[config.mk]
export PLATFORM = sky130hd
export DESIGN_NAME = dram_arbiter_flat
export DESIGN_NICKNAME = d
export VERILOG_FILES = /design/src/rtl/dram_arbiter_pkg.sv /design/src/rtl/dram_arbiter_if.sv /design/src/rtl/dram_arbiter_pick.sv /design/src/rtl/dram_arbiter.sv /design/src/flat_wrapper.sv
export SDC_FILE = /design/constraint.sdc
export NUM_CORES = 1
export LEC_CHECK = 0
export ABC_CLOCK_PERIOD_IN_PS = 1800
export CORE_MARGIN = 2
export CORE_UTILIZATION = 39
export DETAILED_ROUTE_END_ITERATION = 8
export PLACE_DENSITY = 0.89
export SLEW_MARGIN = 20
export SYNTH_ARGS = -nofsm -noshare
export SYNTH_HDL_FRONTEND = slang
export SYNTH_SLANG_ARGS = --single-unit
[constraint.sdc]
create_clock -name clk -period 1.8 [get_ports clk]
set_input_delay 0.54 -clock clk [delete_from_list [all_inputs] [get_ports clk]]
set_output_delay 0.54 -clock clk [all_outputs]
set_load 0.02 [all_outputs]
[src/rtl/dram_arbiter_pkg.sv]
// dram_arb_pkg: shared types and constants for the DRAM arbiter slice.
//   WORD_WIDTH       system word width. It matches the value the rest of the
//                    system takes from defs.vh, so this slice can build on its own.
//   DRAM_ADDR_WIDTH  width of the DRAM controller address bus.
//   state_t          arbiter FSM states.
//   DRAM_ADDR_PAD    zero-extends a word address onto the DRAM address bus.
package dram_arb_pkg;

    localparam int WORD_WIDTH      = 16;
    localparam int DRAM_ADDR_WIDTH = 25;

    typedef enum logic [1:0] {
        IDLE,
        ISSUE,
        WAIT,
        DONE
    } state_t;

    // Word addresses occupy the low bits of the DRAM address. The upper bits
    // stay zero.
    function automatic logic [DRAM_ADDR_WIDTH-1:0] DRAM_ADDR_PAD(input logic [WORD_WIDTH-1:0] addr);
        return {{(DRAM_ADDR_WIDTH-WORD_WIDTH){1'b0}}, addr};
    endfunction

endpackage

[src/rtl/dram_arbiter_if.sv]
// dram_arbiter_if: requester-side bus of the DRAM arbiter.
//   req        per-requester request, held until ack
//   req_addr   packed word addresses, slice i belongs to requester i
//   req_we     per-requester write enable
//   req_wdata  packed write data, slice i belongs to requester i
//   ack        one-hot, one-cycle completion pulse
//   rdata      read data, valid while ack is high
//   busy       a transaction is in flight
//   grant_id   index of the current or last granted requester
// Modports: master = requesters, slave = arbiter.
interface dram_arbiter_if #(
    parameter int NUM_REQ = 2
) ();
    import dram_arb_pkg::*;

    localparam int IDX_W = $clog2(NUM_REQ);

    logic [NUM_REQ-1:0]            req;
    logic [NUM_REQ*WORD_WIDTH-1:0] req_addr;
    logic [NUM_REQ-1:0]            req_we;
    logic [NUM_REQ*WORD_WIDTH-1:0] req_wdata;
    logic [NUM_REQ-1:0]            ack;
    logic [WORD_WIDTH-1:0]         rdata;
    logic                          busy;
    logic [IDX_W-1:0]              grant_id;

    modport master (
        output req, req_addr, req_we, req_wdata,
        input  ack, rdata, busy, grant_id
    );

    modport slave (
        input  req, req_addr, req_we, req_wdata,
        output ack, rdata, busy, grant_id
    );

endinterface

[src/rtl/dram_arbiter_pick.sv]
// arb_pick: combinational winner selection for the DRAM arbiter.
//   req     request vector
//   base    index of the last grant; the search starts just after it
//   winner  first set request strictly after base, wrapping modulo NUM_REQ
//   valid   at least one request is set
// When base is NUM_REQ-1, the search starts at index 0. This gives fixed
// lowest-index priority.
module arb_pick #(
    parameter int NUM_REQ = 2,
    parameter int IDX_W   = $clog2(NUM_REQ)
) (
    input  logic [NUM_REQ-1:0] req,
    input  logic [IDX_W-1:0]   base,
    output logic [IDX_W-1:0]   winner,
    output logic               valid
);

    // Scan from the farthest candidate to the nearest one. The nearest set
    // request is written last, so it wins without needing an early exit.
    always_comb begin
        logic [IDX_W-1:0] idx;
        idx    = '0;
        winner = '0;
        valid  = 1'b0;
        for (int k = NUM_REQ; k >= 1; k--) begin
            idx = IDX_W'((int'(base) + k) % NUM_REQ);
            if (req[idx]) begin
                winner = idx;
                valid  = 1'b1;
            end
        end
    end

endmodule

[src/rtl/dram_arbiter.sv]
// dram_arbiter: shares the single DRAM port among NUM_REQ requesters.
// The arbiter handles one transaction at a time:
//   IDLE -> ISSUE -> WAIT (DRAM_LATENCY cycles) -> DONE -> IDLE.
// Ports:
//   clk, rst         clock and synchronous active-high reset
//   bus              requester bus (dram_arbiter_if.slave)
//   dram_addr        DRAM address, zero-extended word address
//   dram_write_en    DRAM write strobe; held through ISSUE and WAIT for writes
//   dram_write_data  DRAM write data
//   dram_read_data   DRAM read data, valid DRAM_LATENCY cycles after ISSUE
// Macro DRAM_ARBITER_RR_EN selects round-robin arbitration. When the macro
// is not defined, the lowest index has fixed priority.
// All outputs are registered.
module dram_arbiter
    import dram_arb_pkg::*;
#(
    parameter int                    NUM_REQ      = 2,
    parameter int                    DRAM_LATENCY = 10,
    parameter logic [WORD_WIDTH-1:0] DRAM_LAST    = 16'hF7FF
) (
    input  logic                       clk,
    input  logic                       rst,
    dram_arbiter_if.slave              bus,
    output logic [DRAM_ADDR_WIDTH-1:0] dram_addr,
    output logic                       dram_write_en,
    output logic [WORD_WIDTH-1:0]      dram_write_data,
    input  logic [WORD_WIDTH-1:0]      dram_read_data
);

    localparam int IDX_W = $clog2(NUM_REQ);
    localparam int CNT_W = $clog2(DRAM_LATENCY + 1);

    state_t                state, state_next;
    logic [CNT_W-1:0]      count;
    logic                  wait_done;

    logic [IDX_W-1:0]      base, winner;
    logic                  win_valid;
    logic [WORD_WIDTH-1:0] win_addr, win_wdata;
    logic                  win_we, win_mapped;

    logic [NUM_REQ-1:0]    ack_q, ack_d;
    logic [WORD_WIDTH-1:0] rdata_q, rdata_d;
    logic                  busy_q, busy_d;
    logic [IDX_W-1:0]      grant_q, grant_d;
    logic                  unmapped_q, unmapped_d;
    logic [DRAM_ADDR_WIDTH-1:0] addr_d;
    logic                  we_d;
    logic [WORD_WIDTH-1:0] wdata_d;

    arb_pick #(
        .NUM_REQ (NUM_REQ),
        .IDX_W   (IDX_W)
    ) u_pick (
        .req    (bus.req),
        .base   (base),
        .winner (winner),
        .valid  (win_valid)
    );

`ifdef DRAM_ARBITER_RR_EN
    logic [IDX_W-1:0] rr_ptr;

    // The round-robin pointer records the last winner. The next search
    // therefore starts just past that requester.
    always_ff @(posedge clk) begin
        if (rst) begin
            rr_ptr <= IDX_W'(NUM_REQ - 1);
        end else if (state == IDLE && win_valid) begin
            rr_ptr <= winner;
        end
    end

    assign base = rr_ptr;
`else
    assign base = IDX_W'(NUM_REQ - 1);
`endif

    assign win_addr   = bus.req_addr[winner*WORD_WIDTH +: WORD_WIDTH];
    assign win_wdata  = bus.req_wdata[winner*WORD_WIDTH +: WORD_WIDTH];
    assign win_we     = bus.req_we[winner];
    assign win_mapped = (win_addr <= DRAM_LAST);
    assign wait_done  = (state == WAIT) && (count == CNT_W'(DRAM_LATENCY - 1));

    // State register and wait counter. ISSUE clears the counter, so count
    // runs from 0 to DRAM_LATENCY-1 across the WAIT cycles.
    always_ff @(posedge clk) begin
        if (rst) begin
            state <= IDLE;
            count <= '0;
        end else begin
            state <= state_next;
            if (state == ISSUE) begin
                count <= '0;
            end else if (state == WAIT) begin
                count <= count + CNT_W'(1);
            end
        end
    end

    // Next-state logic. Requests are only looked at while IDLE.
    always_comb begin
        state_next = state;
        case (state)
            IDLE:    if (win_valid) state_next = ISSUE;
            ISSUE:   state_next = WAIT;
            WAIT:    if (wait_done) state_next = DONE;
            DONE:    state_next = IDLE;
            default: state_next = IDLE;
        endcase
    end

    // Output next-values. The DRAM-side signals load on the edge into ISSUE,
    // so they are valid during ISSUE. Ack, rdata and the drop of the write
    // strobe load on the edge into DONE.
    // Unmapped accesses never reach the DRAM: address 0, no strobe, rdata 0.
    always_comb begin
        ack_d      = '0;
        rdata_d    = rdata_q;
        busy_d     = (state_next != IDLE);
        grant_d    = grant_q;
        unmapped_d = unmapped_q;
        addr_d     = dram_addr;
        we_d       = dram_write_en;
        wdata_d    = dram_write_data;
        case (state)
            IDLE: begin
                if (win_valid) begin
                    grant_d    = winner;
                    unmapped_d = !win_mapped;
                    addr_d     = win_mapped ? DRAM_ADDR_PAD(win_addr) : '0;
                    we_d       = win_we && win_mapped;
                    wdata_d    = win_wdata;
                end
            end
            WAIT: begin
                if (wait_done) begin
                    we_d    = 1'b0;
                    ack_d   = {{(NUM_REQ-1){1'b0}}, 1'b1} << grant_q;
                    rdata_d = unmapped_q ? '0 : dram_read_data;
                end
            end
            default: ;
        endcase
    end

    // Output registers. A reset aborts any transaction. No ack is issued for
    // the aborted transaction, and the write strobe drops.
    always_ff @(posedge clk) begin
        if (rst) begin
            ack_q           <= '0;
            rdata_q         <= '0;
            busy_q          <= 1'b0;
            grant_q         <= '0;
            unmapped_q      <= 1'b0;
            dram_addr       <= '0;
            dram_write_en   <= 1'b0;
            dram_write_data <= '0;
        end else begin
            ack_q           <= ack_d;
            rdata_q         <= rdata_d;
            busy_q          <= busy_d;
            grant_q         <= grant_d;
            unmapped_q      <= unmapped_d;
            dram_addr       <= addr_d;
            dram_write_en   <= we_d;
            dram_write_data <= wdata_d;
        end
    end

    assign bus.ack      = ack_q;
    assign bus.rdata    = rdata_q;
    assign bus.busy     = busy_q;
    assign bus.grant_id = grant_q;

endmodule

[src/flat_wrapper.sv]
// flat-port wrapper written by rule: the top's interface ports become plain ports
module dram_arbiter_flat import dram_arb_pkg::*;
#(
    parameter int                    NUM_REQ      = 2,
    parameter int                    DRAM_LATENCY = 10,
    parameter logic [WORD_WIDTH-1:0] DRAM_LAST    = 16'hF7FF
)
  (clk, rst, dram_addr, dram_write_en, dram_write_data, dram_read_data, bus_req, bus_req_addr, bus_req_we, bus_req_wdata, bus_ack, bus_rdata, bus_busy, bus_grant_id);
  dram_arbiter_if #(.NUM_REQ(NUM_REQ)) bus_i ();
  input  logic clk;
  input  logic rst;
  output logic [DRAM_ADDR_WIDTH-1:0] dram_addr;
  output logic dram_write_en;
  output logic [WORD_WIDTH-1:0] dram_write_data;
  input  logic [WORD_WIDTH-1:0] dram_read_data;
  input wire logic [$bits(bus_i.req)-1:0] bus_req;
  input wire logic [$bits(bus_i.req_addr)-1:0] bus_req_addr;
  input wire logic [$bits(bus_i.req_we)-1:0] bus_req_we;
  input wire logic [$bits(bus_i.req_wdata)-1:0] bus_req_wdata;
  output wire logic [$bits(bus_i.ack)-1:0] bus_ack;
  output wire logic [$bits(bus_i.rdata)-1:0] bus_rdata;
  output wire logic [$bits(bus_i.busy)-1:0] bus_busy;
  output wire logic [$bits(bus_i.grant_id)-1:0] bus_grant_id;
  assign bus_i.req = bus_req;
  assign bus_i.req_addr = bus_req_addr;
  assign bus_i.req_we = bus_req_we;
  assign bus_i.req_wdata = bus_req_wdata;
  assign bus_ack = bus_i.ack;
  assign bus_rdata = bus_i.rdata;
  assign bus_busy = bus_i.busy;
  assign bus_grant_id = bus_i.grant_id;
  dram_arbiter #(.NUM_REQ(NUM_REQ), .DRAM_LATENCY(DRAM_LATENCY), .DRAM_LAST(DRAM_LAST)) u_core (.clk(clk), .rst(rst), .bus(bus_i), .dram_addr(dram_addr), .dram_write_en(dram_write_en), .dram_write_data(dram_write_data), .dram_read_data(dram_read_data));
endmodule
layer_met1.png
Drawn at 6 px/um. Supply wires on this layer in gray. Cells faint in the background.
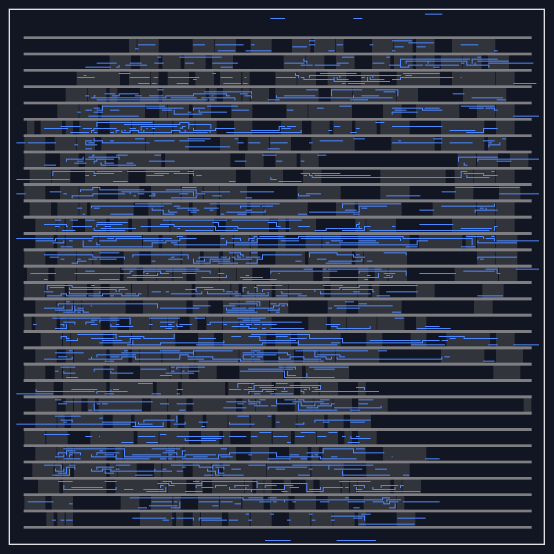
share of all routed wire	42%
wire length on this layer	3230 um
nets with wire on the layer	454

layer_met2.png
Drawn at 6 px/um.
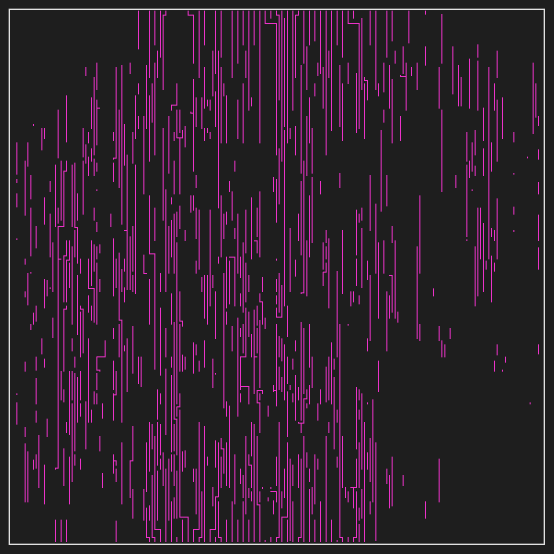
nets with wire on the layer	456
main direction	vertical
wire length on this layer	3950 um
share of all routed wire	51%
longest straight run	40.3 um

==> flow_summary.ini <==
; yosys + openroad results
[placement]
port-buffer-count = 138
place.gp.congestion = 0.7688
dp_hpwl_mm = 6.025

[hold_path]
hp-class = reg2reg

[setup_path]
cp-start-kind = input pin
crit_path_end_kind = flop
r2r_slack_ps = 230
slowest_stage = clkdlybuf4s50_1
crit_path_cell_trace = clkdlybuf4s50_1, nor2b_1, buf_4, o32a_2, a32o_1
ff2ff_path_depth = 7
rr_startpoint = u_core.state[0]
crit_fanout = 12
critPathMaxStageDelay_ps = 510
rr_endpoint = u_core.dram_write_data[6]
required_ps = 2020
cp.arrival_ps = 1980
path_class = in2reg
crit_start = bus_req[0]

[timing]
period_needed_ps = 1756
fmax_mhz = 569.5
finalSetupViolations = 0
rsz0062_at_grt = false
finalHoldViolations = 0
slew_violations = 0

[clock_tree]
cts_hold_buf = 0
clock-sinks = 60
cts_root_buf = clkbuf_8
tritoncts = done
postCtsSetupRepairBufs = 0
cts-buffers-inserted = 9
htree_levels = 3
cts.path.max_buffers = 2
insertion_delay_ps = 330

[pwr]
power_density_mw_per_mm2 = 1241
peakVddDrop_mv = 0.7646
power.total_mw = 5.591

[synth]
ys.flops = 60
syn_inst = 277
synth.distinct_cells = 48
yosysChipArea_mm2 = 0.002814
ys_cells = 277
synthFlopType = dfxtp_1
yosysWarnings = 0
synth_top_area_share_pct = 42.69
synth-edff-count = 0
ys_async_sr_fraction_pct = 0
ys_seq_share_pct = 42.69
top_area_cell = dfxtp_1
ys_top_cells_by_count = dfxtp_1 (60), nand2_1 (33), nor2_1 (24), a22o_1 (16), a311oi_2 (15)
syn_area_per_cell_um2 = 10.16
top_cells_by_area = dfxtp_1 (43%), a311oi_2 (8.0%), a22o_1 (5.0%)

[grt]
grt_pass1_wl_mm = 12.28
grt_usage_pct = 20.08
overflow = 0
antenna_found_initial = 0
first_global_vias = 2680

[status]
status = completed

[run]
warnings = 30
max_cap_violations = 0

[detailed_routing]
via_per_inst = 4.981
drc = 0
vias = 2625
drt_first_iter_violations = 48
firstDrtPassIters = 4
wl_per_cell_um = 14.75
drt-total-wl_mm = 7.773
ant_nets = 0

[die]
io_pins = 148
coreArea_mm2 = 0.006907
die_h_um = 88.94
fp_util_pct = 40.74
design.die.area_mm2 = 0.007910
die_x_um = 88.94

[finish]
area_growth_pct = 60.07
final_nets = 518
diodes = 0
-- metal layers --
metal | track usage, % | part of all wire [%]
met3 | 4.247 | 5.5
met5 | 0 | 0
met4 | 9.769 | 2.1
met2 | 35.14 | 51
met1 | 23.31 | 42
-- worst min path at each step --
stage / startpoint / end / slack [ps] / cells after the start
detailed placement: u_core.dram_addr[4] / u_core.dram_addr[4] / 460 / 1
global placement: u_core.dram_addr[0] / u_core.dram_addr[0] / 450 / 1
global route: u_core.bus.rdata[7] / u_core.bus.rdata[7] / 490 / 1
CTS: u_core.dram_addr[4] / u_core.dram_addr[4] / 470 / 1
floorplan: u_core.count[1] / u_core.count[1] / 480 / 2
finish: u_core.dram_addr[0] / u_core.dram_addr[0] / 470 / 1
-- final cells by class --
type | count | area (um2)
fillers | 586 | 2402
repair buffers | 163 | 1543
multi-input cells | 178 | 1363
flip-flops and latches | 60 | 1201
clock buffers | 9 | 123.9
well taps | 96 | 120.1
clock inverters | 7 | 101.3
inverters | 14 | 52.55
-- worst max-delay path: cells and delay by family --
kind / cells / cell delay (ps)
AND/OR/NAND/NOR: 1 / 70
buffers and inverters: 2 / 660
AND-OR/OR-AND: 2 / 700
-- sequential cells by signal, summed over array words and instances, names as in the netlist --
register and cells:
u_core.dram_write_data 16, u_core.bus.rdata 16, u_core.dram_addr 16, u_core.state 2
u_core.bus.busy 1, u_core.count 4, u_core.bus.grant_id 1, u_core.dram_write_en 1
u_core.unmapped_q 1, u_core.bus.ack 2
-- per-stage QoR --
stage                     util, %  instance area, um2  instances  hold slack [ps]  TNS [ps]
after floorplan                 -                2844        285            484.6         0
after global placement      62.68                4329        511            451.3     -8190
after detailed placement    62.68                4329        511            460.8    -10250
after CTS                   65.11                4497        527            472.6         0
after global routing        65.22                4504        527            493.7         0
final                       65.22                4504        527            470.3         0
-- cells by family after synthesis --
family	Yosys count	share of synthesized area, %
other	1	0.1333
muxes	2	0.7559
and+or+nand+nor	84	15.83
AOI/OAI and AO/OA	74	26.72
adders and majority gates	6	2.668
buffers and inverters	47	10.27
xor gates and xnor gates	3	0.9339
DFF	60	42.69
-- layout by cell type (no fill, tap or decap), types with 3 or more instances in the layout --
master and n:
a211oi_1 4, a221oi_1 4, a22o_1 16, a2bb2oi_1 10, a311oi_2 15, a32o_1 11
and4b_1 4, buf_12 3, buf_4 22, clkbuf_8 9, clkdlybuf4s50_1 84, clkinv_4 3
conb_1 9, dfxtp_1 60, dlygate4sd2_1 51, ha_1 5, inv_1 14, nand2_1 33
nand2b_1 3, nor2_1 22, nor3_1 5
-- power by group --
| part | internal [mW] | switching, mW |
|---|---|---|
| combinational | 1.08 | 1.29 |
| sequential | 1.67 | 0.188 |
| clock | 0.786 | 0.575 |
| total | 3.53 | 2.06 |
No activity file was given, so power comes from the tool's default toggle rates.
